===== config.mk =====
export PLATFORM = sky130hd
export DESIGN_NAME = xlmc_cen_seq
export DESIGN_NICKNAME = d
export VERILOG_FILES = /design/src/rtl/xlmc_pkg.sv /design/src/rtl/xlmc_cen_seq.sv
export SDC_FILE = /design/constraint.sdc
export NUM_CORES = 1
export LEC_CHECK = 0
export ABC_AREA = 1
export CAP_MARGIN = 10
export CORE_UTILIZATION = 44
export CTS_BUF_LIST = sky130_fd_sc_hd__clkbuf_2 sky130_fd_sc_hd__clkbuf_4 sky130_fd_sc_hd__clkbuf_8
export CTS_CLUSTER_DIAMETER = 200
export CTS_CLUSTER_SIZE = 40
export DETAILED_ROUTE_END_ITERATION = 8
export GPL_ROUTABILITY_DRIVEN = 1
export PLACE_DENSITY = 0.65
export SETUP_SLACK_MARGIN = 0.02
export SLEW_MARGIN = 20
export SYNTH_ARGS = -nofsm -noshare
export SYNTH_HDL_FRONTEND = slang
export SYNTH_SLANG_ARGS = --single-unit

===== constraint.sdc =====
create_clock -name clk -period 2.05 [get_ports clk]
set_input_delay 0.615 -clock clk [delete_from_list [all_inputs] [get_ports clk]]
set_output_delay 0.615 -clock clk [all_outputs]
set_load 0.03 [all_outputs]

===== src/rtl/xlmc_pkg.sv =====
// Shared types and default timing constants for the Xccela/OPI memory controller.
// The CE#/clock-enable sequencer and the controller top level both import this package.
package xlmc_pkg;

    typedef enum logic [2:0] {
        XLMC_IDLE,
        XLMC_SETUP,
        XLMC_BURST,
        XLMC_HOLD,
        XLMC_RECOV
    } xlmc_cen_st_t;

    localparam int unsigned XLMC_CSS_CYC_DEF  = 2;
    localparam int unsigned XLMC_CSH_CYC_DEF  = 1;
    localparam int unsigned XLMC_CPH_CYC_DEF  = 4;
    localparam int unsigned XLMC_TCEM_CYC_DEF = 400;

    // The IDLE cycle in which the next request is accepted is the last CE#-high
    // cycle, so RECOV itself lasts one cycle less than the CE# high minimum.
    function automatic int unsigned xlmc_recov_cyc(input int unsigned cph);
        return (cph > 1) ? cph - 1 : 1;
    endfunction

endpackage


===== src/rtl/xlmc_cen_seq.sv =====
// Transaction clock-enable sequencer: frames CE# setup, an N-clock burst, CE# hold and CE# recovery.
// Optional tCEM limit checker is built when XLMC_TCEM_CHK_EN is defined.
module xlmc_cen_seq
    import xlmc_pkg::*;
#(
    parameter int unsigned CNT_W    = 16,
    parameter int unsigned CSS_CYC  = XLMC_CSS_CYC_DEF,
    parameter int unsigned CSH_CYC  = XLMC_CSH_CYC_DEF,
    parameter int unsigned CPH_CYC  = XLMC_CPH_CYC_DEF,
    parameter int unsigned TCEM_CYC = XLMC_TCEM_CYC_DEF
) (
    input  logic             clk,
    input  logic             rst,
    input  logic             req_valid,
    output logic             req_ready,
    input  logic [CNT_W-1:0] req_ncyc,
    input  logic             abort,
    output logic             cen,
    output logic             xl_ce_n,
    output logic [CNT_W-1:0] ck_idx,
    output logic             busy,
    output logic             done,
    output logic             tcem_err
);

    if (CNT_W < 4 || CSS_CYC < 1 || CSS_CYC > 15 || CSH_CYC < 1 || CSH_CYC > 15 ||
        CPH_CYC < 1 || CPH_CYC > 15 || TCEM_CYC < 1) begin : g_bad_param
        $error("xlmc_cen_seq: timing parameter out of range");
    end

    localparam logic [CNT_W-1:0] SETUP_LD = CNT_W'(CSS_CYC - 1);
    localparam logic [CNT_W-1:0] HOLD_LD  = CNT_W'(CSH_CYC - 1);
    localparam logic [CNT_W-1:0] RECOV_LD = CNT_W'(xlmc_recov_cyc(CPH_CYC) - 1);

    xlmc_cen_st_t     st_q, st_d;
    logic [CNT_W-1:0] tmr_q, tmr_d;
    logic [CNT_W-1:0] ncyc_q, ncyc_d;
    logic [CNT_W-1:0] ck_idx_q, ck_idx_d;
    logic             cen_q, cen_d;
    logic             ce_n_q, ce_n_d;
    logic             busy_q, busy_d;
    logic             done_q, done_d;
    logic             rdy_q, rdy_d;
    logic             tcem_hit;
    logic             cut;

`ifdef XLMC_TCEM_CHK_EN
    localparam int unsigned TCEM_W = $clog2(TCEM_CYC + 1);

    logic [TCEM_W-1:0] ce_cnt_q, ce_cnt_d;
    logic              tcem_err_q, tcem_err_d;

    assign tcem_hit = (ce_cnt_q >= TCEM_W'(TCEM_CYC));
`else
    assign tcem_hit = 1'b0;
`endif

    assign cut = abort || tcem_hit;

    // NOTE: every variable gets a default before the case so no path infers a latch.
    always_comb begin
        st_d     = st_q;
        tmr_d    = tmr_q;
        ncyc_d   = ncyc_q;
        ck_idx_d = ck_idx_q;
        done_d   = 1'b0;

        unique case (st_q)
            XLMC_IDLE: begin
                if (req_valid && rdy_q) begin
                    st_d     = XLMC_SETUP;
                    tmr_d    = SETUP_LD;
                    ncyc_d   = req_ncyc;
                    ck_idx_d = '0;
                end
            end
            XLMC_SETUP: begin
                if (cut) begin
                    st_d  = XLMC_HOLD;
                    tmr_d = HOLD_LD;
                end else if (tmr_q == '0) begin
                    if (ncyc_q != '0) begin
                        st_d  = XLMC_BURST;
                        tmr_d = ncyc_q - CNT_W'(1);
                    end else begin
                        st_d  = XLMC_HOLD;
                        tmr_d = HOLD_LD;
                    end
                end else begin
                    tmr_d = tmr_q - CNT_W'(1);
                end
            end
            XLMC_BURST: begin
                // Abort on the last cycle lands here too, so it matches normal completion.
                if (cut || tmr_q == '0) begin
                    st_d  = XLMC_HOLD;
                    tmr_d = HOLD_LD;
                end else begin
                    tmr_d    = tmr_q - CNT_W'(1);
                    ck_idx_d = ck_idx_q + CNT_W'(1);
                end
            end
            XLMC_HOLD: begin
                if (tmr_q == '0) begin
                    st_d   = XLMC_RECOV;
                    tmr_d  = RECOV_LD;
                    done_d = 1'b1;
                end else begin
                    tmr_d = tmr_q - CNT_W'(1);
                end
            end
            XLMC_RECOV: begin
                if (tmr_q == '0) begin
                    st_d = XLMC_IDLE;
                end else begin
                    tmr_d = tmr_q - CNT_W'(1);
                end
            end
            default: begin
                st_d = XLMC_IDLE;
            end
        endcase

        // Outputs are decoded from the next state and registered, so cen moves only on a clk edge.
        cen_d  = (st_d == XLMC_BURST);
        ce_n_d = (st_d == XLMC_IDLE) || (st_d == XLMC_RECOV);
        busy_d = (st_d != XLMC_IDLE);
        rdy_d  = (st_d == XLMC_IDLE);
    end

    // NOTE: sequential state uses non-blocking assignments only.
    always_ff @(posedge clk) begin
        if (rst) begin
            st_q     <= XLMC_IDLE;
            tmr_q    <= '0;
            ncyc_q   <= '0;
            ck_idx_q <= '0;
            cen_q    <= 1'b0;
            ce_n_q   <= 1'b1;
            busy_q   <= 1'b0;
            done_q   <= 1'b0;
            rdy_q    <= 1'b0;
        end else begin
            st_q     <= st_d;
            tmr_q    <= tmr_d;
            ncyc_q   <= ncyc_d;
            ck_idx_q <= ck_idx_d;
            cen_q    <= cen_d;
            ce_n_q   <= ce_n_d;
            busy_q   <= busy_d;
            done_q   <= done_d;
            rdy_q    <= rdy_d;
        end
    end

`ifdef XLMC_TCEM_CHK_EN
    // Counts CE#-low cycles including the current one; saturates at the limit.
    always_comb begin
        ce_cnt_d = '0;
        if (!ce_n_d) begin
            if (st_q == XLMC_IDLE) begin
                ce_cnt_d = TCEM_W'(1);
            end else if (tcem_hit) begin
                ce_cnt_d = ce_cnt_q;
            end else begin
                ce_cnt_d = ce_cnt_q + TCEM_W'(1);
            end
        end
        tcem_err_d = tcem_err_q ||
                     (tcem_hit && (st_q == XLMC_SETUP || st_q == XLMC_BURST));
    end

    always_ff @(posedge clk) begin
        if (rst) begin
            ce_cnt_q   <= '0;
            tcem_err_q <= 1'b0;
        end else begin
            ce_cnt_q   <= ce_cnt_d;
            tcem_err_q <= tcem_err_d;
        end
    end

    assign tcem_err = tcem_err_q;
`else
    assign tcem_err = 1'b0;
`endif

    assign req_ready = rdy_q;
    assign cen       = cen_q;
    assign xl_ce_n   = ce_n_q;
    assign ck_idx    = ck_idx_q;
    assign busy      = busy_q;
    assign done      = done_q;

endmodule

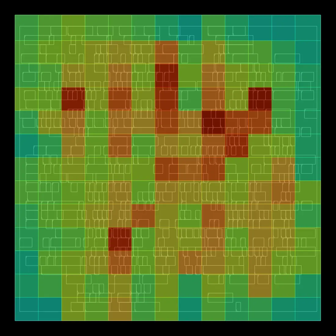
Figure 1: routing congestion.
GRT met2 Usage: 0.335
met3 usage: 0.0345
met1 Usage GRT: 0.285
gr busiest metal: met2
Final Util: 0.557

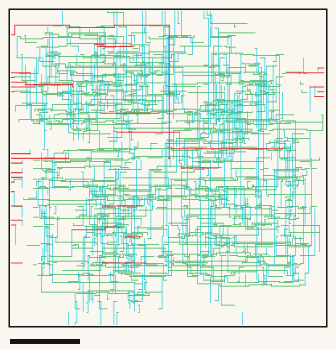
Figure 2: metal layers overlaid.
Bar = 20 um.
[cyan] metal 2 | wire length: 3560 um
[blue] metal 4 | wire length: 38.1 um
[green] metal 1 | wire length: 4260 um
[red] metal 3 | wire length: 275 um

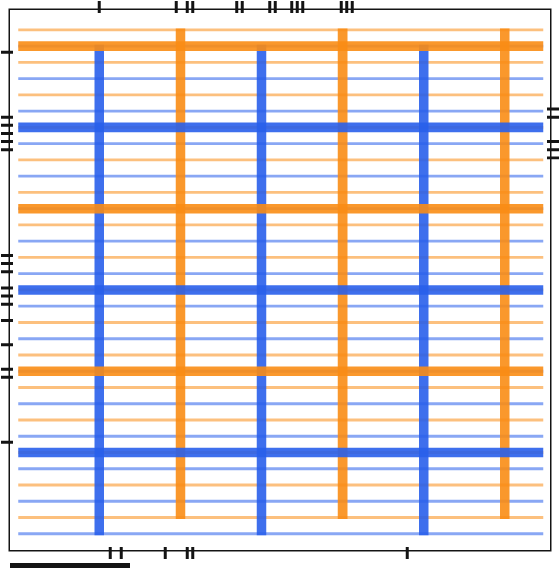
Figure 3: PDN straps and rails.
Bar = 20 um. Pins as bars on the die edge.
[orange] VDD
[blue] VSS
met1 rails: 32
signal pins: 42
rows: 31
met5 straps: 6

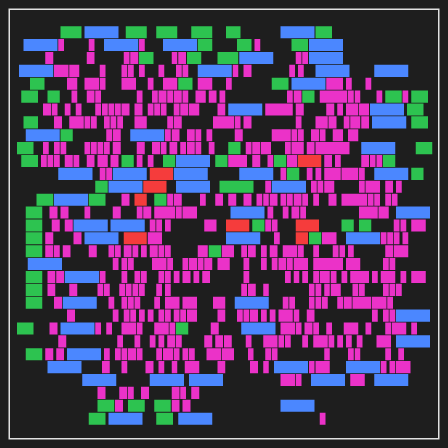
Figure 4: placed cells, one colour a class.
[blue] sequential cells | cells: 56 | share of their area: 28%
[red] clock drivers and dummy loads | cells: 8 | share of their area: 2.4%
[green] remaining buffers and delay cells | cells: 60 | share of their area: 14%
[magenta] combinational and other logic | cells: 450 | share of their area: 55%
Seq/total area: 0.272
Design Area, Final: 4130 um2
core area: 7410 um2
num rows: 31

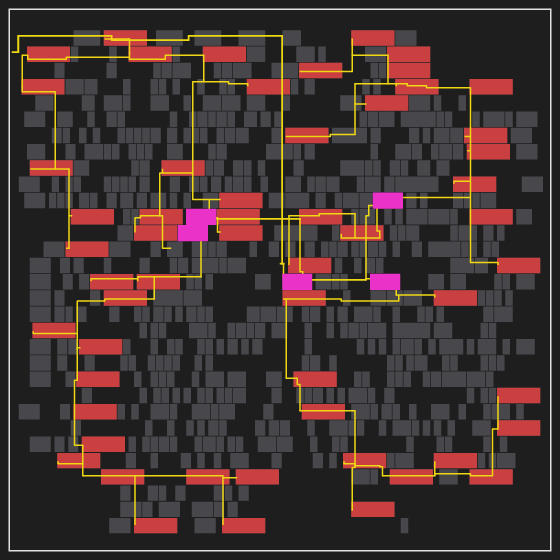
Figure 5: clock distribution.
[red] flip-flops | count: 56
[magenta] clock drivers | count: 5
[yellow] clock wires | length: 719 um
flops lie: spread over the die
routed clock nets: 6
Clock Power: 0.000649 W
clk_skew: 0.0118 ns
Clock power frac: 0.112
clk ins delay skew pair: 0.31 ns

==> out/qor.yml <==
ys_warn_count: 0
crit_path_start_kind: "register"
route.vias.total: 3274
p_sw_frac: 0.492
maxSlewViolCount: 0
path_cells: "clkdlybuf4s50_1"
cp_max_fo: 2
power_leakage_nw: 1.87
status: "completed"
cts_buffer_depth: 2
avgRoutedWirePerCell_um: 12.1
top_cells_by_count: "146 x nand2_1, 67 x nor2_1, 56 x dfxtp_1, 49 x inv_1, 42 x a21oi_1"
antenna_found_initial: 0
layout.nets: 596
cts_tree: "built"
crit_family: "buffers and inverters"
post-cts-setup-buffer-count: 0
layout_top_cell: "nand2_1"
fillers: 769
cts-root-buf: "clkbuf_8"
largest_class: "logic gates"
yosysTopAreaCell: "dfxtp_1"
tns_ns: 0
cpPeakStageDelay_ns: 0.69
grt_pass1_wl_mm: 14.1
area_growth_pct: 20.1
openroad.warnings: 26
synthFlopType: "dfxtp_1"
intPower_w: 0.00295
overflow: 0
drtIter0Drc: 93
chipArea_um2: 8170
crit_buf_inv: 1
grt_use_total: 0.207
## tightest hold or removal path, cell delays in order, from the launching register on
cell and delay [ns]:
dfxtp_1 0.31, inv_1 0.09, a21oi_1 0.07
## registers in the layout, summed over array words and instances, names as in the netlist
name	flops
ncyc_q	16
tmr_q	16
req_ready	1
done	1
ck_idx	16
st_q	3
cen	1
xl_ce_n	1
busy	1
## metal layers
layer / vias to the layer above / part of all wire / GRT usage
li1: 1760 / - / -
met1: 1468 / 0.52 / 0.285
met2: 44 / 0.44 / 0.335
met3: 2 / 0.034 / 0.0345
met4: 0 / 0.0047 / 0.0497
met5: - / 0 / 0
## path summary, 6_finish.rpt
path         startpoint          to  slack [ns]  depth (start not counted)
max          ck_idx[10]  ck_idx[10]        0.07                          1
min           ncyc_q[1]   ncyc_q[1]        0.50                          2
max reg2reg    tmr_q[0]    tmr_q[6]        0.24                         11
min reg2reg   ncyc_q[1]   ncyc_q[1]        0.50                          2
## kinds of logic (layout without fill, tap and decap cells)
| logic type | Yosys count | in the layout | synth area share |
|---|---|---|---|
| simple gates | 285 | 285 | 0.376 |
| compound gates | 79 | 79 | 0.127 |
| buf+inv | 71 | 123 | 0.0896 |
| flops | 56 | 56 | 0.326 |
| xor+xnor | 27 | 27 | 0.0688 |
| fa+ha+maj | 3 | 3 | 0.0109 |
| other cells | 1 | 1 | 0.00109 |
## what timing repair did
action                                  in CTS  in global routing
resized                                      8                  8
pin swaps                                    0                  0
endpoints found under the setup margin       8                 23
## through the flow
stage               utilization  instance area [um2]  hold WS [ns]  total power, W
global route              0.557                 4130         0.533         0.00635
finish                    0.557                 4130         0.499         0.00580
global placement          0.543                 4020         0.480         0.00508
CTS                       0.555                 4110         0.502         0.00582
detailed placement        0.543                 4020         0.486         0.00515
floorplan                     -                 3440         0.453         0.00426
No activity file was given, so power comes from the tool's default toggle rates.
